--- src/rtl/serial_adder.sv ---
// serial_adder: bit-serial unsigned adder, {cout,sum} = a + b + cin, LSB first.
// Latency: out_valid rises exactly WIDTH cycles after the accepting edge.
// Backpressure: one operation in flight; in_ready only in IDLE, DONE holds until out_ready.
//
// Ports:
//   clk, rst_n             clock (rising edge) and asynchronous active-low reset
//   in_valid / in_ready    operand handshake (a, b, cin sampled on acceptance)
//   out_valid / out_ready  result handshake (sum, cout registered and held)
//   busy                   high whenever the FSM is not in IDLE
//   ovf                    two's-complement overflow, present only when the
//                          macro SERIAL_ADDER_OVF_EN is defined
module serial_adder #(
  parameter int WIDTH = 8
) (
  input  logic             clk,
  input  logic             rst_n,
  input  logic             in_valid,
  output logic             in_ready,
  input  logic [WIDTH-1:0] a,
  input  logic [WIDTH-1:0] b,
  input  logic             cin,
  output logic             out_valid,
  input  logic             out_ready,
  output logic [WIDTH-1:0] sum,
  output logic             cout,
`ifdef SERIAL_ADDER_OVF_EN
  output logic             ovf,
`endif
  output logic             busy
);

  // Counter must reach WIDTH itself, so it needs clog2(WIDTH+1) bits.
  localparam int CW = $clog2(WIDTH + 1);

  typedef enum logic [1:0] {
    IDLE = 2'd0,
    RUN  = 2'd1,
    DONE = 2'd2
  } state_t;

  state_t           state_q;
  // acc_q starts as operand A and shifts right; result bits enter at the MSB,
  // so after WIDTH shifts it holds the complete sum. The visible sum_q is only
  // written at completion, which keeps the previous result stable during RUN.
  logic [WIDTH-1:0] acc_q;
  logic [WIDTH-1:0] b_q;
  logic             carry_q;
  logic [CW-1:0]    count_q;
  logic [WIDTH-1:0] sum_q;
  logic             cout_q;
  logic             in_ready_q;
  logic             out_valid_q;
  logic             busy_q;
`ifdef SERIAL_ADDER_OVF_EN
  logic             ovf_q;
`endif

  // Full-adder cell on the current LSBs.
  logic             fa_s;
  logic             fa_c;
  logic [WIDTH-1:0] acc_d;
  logic [WIDTH-1:0] b_d;
  logic [CW-1:0]    count_d;
  logic             last_bit;

  assign fa_s = acc_q[0] ^ b_q[0] ^ carry_q;
  assign fa_c = (acc_q[0] & b_q[0]) | (acc_q[0] & carry_q) | (b_q[0] & carry_q);

  // A one-bit accumulator has no upper bits to shift down.
  if (WIDTH == 1) begin : g_acc_w1
    assign acc_d = fa_s;
  end else begin : g_acc_wn
    assign acc_d = {fa_s, acc_q[WIDTH-1:1]};
  end

  assign b_d      = b_q >> 1;
  assign count_d  = count_q + CW'(1);
  assign last_bit = (count_d == CW'(WIDTH));

  always_ff @(posedge clk or negedge rst_n) begin
    if (!rst_n) begin
      state_q     <= IDLE;
      acc_q       <= '0;
      b_q         <= '0;
      carry_q     <= 1'b0;
      count_q     <= '0;
      sum_q       <= '0;
      cout_q      <= 1'b0;
      in_ready_q  <= 1'b1;
      out_valid_q <= 1'b0;
      busy_q      <= 1'b0;
`ifdef SERIAL_ADDER_OVF_EN
      ovf_q       <= 1'b0;
`endif
    end else begin
      case (state_q)
        IDLE: begin
          if (in_valid && in_ready_q) begin
            acc_q      <= a;
            b_q        <= b;
            carry_q    <= cin;
            count_q    <= '0;
            state_q    <= RUN;
            in_ready_q <= 1'b0;
            busy_q     <= 1'b1;
          end
        end
        RUN: begin
          acc_q   <= acc_d;
          b_q     <= b_d;
          carry_q <= fa_c;
          count_q <= count_d;
          if (last_bit) begin
            sum_q       <= acc_d;
            cout_q      <= fa_c;
`ifdef SERIAL_ADDER_OVF_EN
            // carry_q is still the carry into the MSB on this edge.
            ovf_q       <= carry_q ^ fa_c;
`endif
            state_q     <= DONE;
            out_valid_q <= 1'b1;
          end
        end
        DONE: begin
          if (out_valid_q && out_ready) begin
            state_q     <= IDLE;
            out_valid_q <= 1'b0;
            in_ready_q  <= 1'b1;
            busy_q      <= 1'b0;
          end
        end
        default: begin
          state_q     <= IDLE;
          out_valid_q <= 1'b0;
          in_ready_q  <= 1'b1;
          busy_q      <= 1'b0;
        end
      endcase
    end
  end

  assign in_ready  = in_ready_q;
  assign out_valid = out_valid_q;
  assign busy      = busy_q;
  assign sum       = sum_q;
  assign cout      = cout_q;
`ifdef SERIAL_ADDER_OVF_EN
  assign ovf       = ovf_q;
`endif

endmodule

--- config.mk ---
export PLATFORM = sky130hd
export DESIGN_NAME = serial_adder
export DESIGN_NICKNAME = d
export VERILOG_FILES = /design/src/rtl/serial_adder.sv
export SDC_FILE = /design/constraint.sdc
export NUM_CORES = 1
export LEC_CHECK = 0
export ABC_AREA = 1
export CAP_MARGIN = 15
export CORE_UTILIZATION = 53
export CTS_BUF_LIST = sky130_fd_sc_hd__clkbuf_4 sky130_fd_sc_hd__clkbuf_8
export CTS_CLUSTER_SIZE = 28
export DETAILED_ROUTE_END_ITERATION = 10
export MAX_ROUTING_LAYER = met4
export PLACE_DENSITY = 0.91
export SLEW_MARGIN = 10
export SYNTH_ARGS = -nofsm -noshare
export SYNTH_HDL_FRONTEND = slang
export SYNTH_SLANG_ARGS = --single-unit
--- constraint.sdc ---
create_clock -name clk -period 1.6 [get_ports clk]
set_input_delay 0.32 -clock clk [delete_from_list [all_inputs] [get_ports clk]]
set_output_delay 0.32 -clock clk [all_outputs]
set_load 0.02 [all_outputs]
Figure 1. Sequential cells grouped by signal name.
Other sequential cells in the stronger gray, the rest of the logic in the fainter gray.
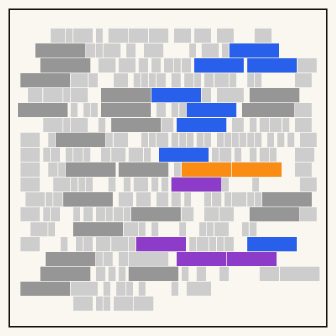
[purple] `count_q` | placed flops: 4 | where: south
[orange] `state_q` | placed flops: 2
[blue] `sum` | placed flops: 8
not colored: 21
Reg area: 877.1 um^2
P_seq: 0.00148 W
sequential share of cell area: 42.31%
post-layout util: 72.68%

Figure 2. Congestion heat map.
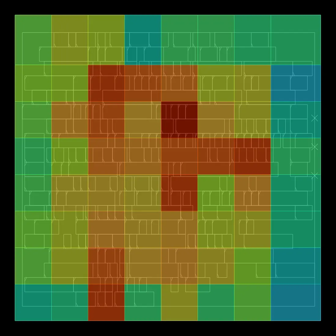
GRT met1 Usage: 28.72%
GRT Overall Usage: 23.84%
GR Util met2: 36.71%
GR Util met3: 8.036%

Figure 3. Wiring by layer.
Two of the layers only.
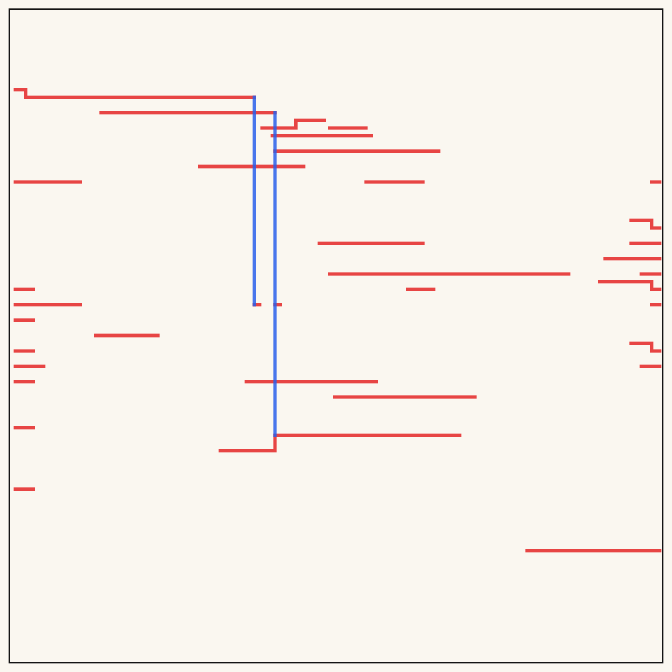
[blue] metal 4 | wire length: 46.9 um
[red] metal 3 | wire length: 229 um
WL/cell: 12.67 um
DR vias: 1393
DRT Wirelength: 3346 um

==> metrics.csv <==
metric,value,unit
final_hold_viol_count,0,
internal_power,0.002264,W
r2r-start,count_q[0],
drc,3,
largest_cell_class,registers,
cts_buffer_depth,2,
clkLatencyLatePin,0.34,ns
crit_buf_inv,1,
routed_via_density,5.277,
rsz0062_at_grt,false,
rr_endpoint,sum[0],
worst-r2r-cell-count,6,
p_leak,1.102,nW
fp-row-count,19,
mi_logic_area,616.8,um^2
powerDensity,1888,nW/um^2
hold_ws,0.3323,ns
cp_data_required_time,1.28,ns
multi_input_comb_cells,127,
tap_cells,31,
signal_buffers,41,
pre_cts_ws,0.09042,ns
drt_pass1_iterations,7,
violations,DRC,
yosys.area.top_type,dfrtp_1,
finClkSkew,0.003894,ns
gr-total-overflow,0,
maxPowerGroup,combinational cells,
cap_violations,0,
critPathTopFamily,flip-flops,
yosysSeqAreaShare,53.31,%
area_leaders,"dfrtp_1 52%, nand2_1 15%, o21ai_0 5.5%",
cts_resized,12,
grt_pass1_vias,1330,
cp.depth,1,
cts_tree,yes,
placed_cells,256,
status,"finished, violations left",
powerComb,0.00188,W
avgSynthCellArea,8.525,um^2
ctsRootBufferMaster,clkbuf_4,
Power figures rest on the tool's default switching activity, not on a simulated workload.
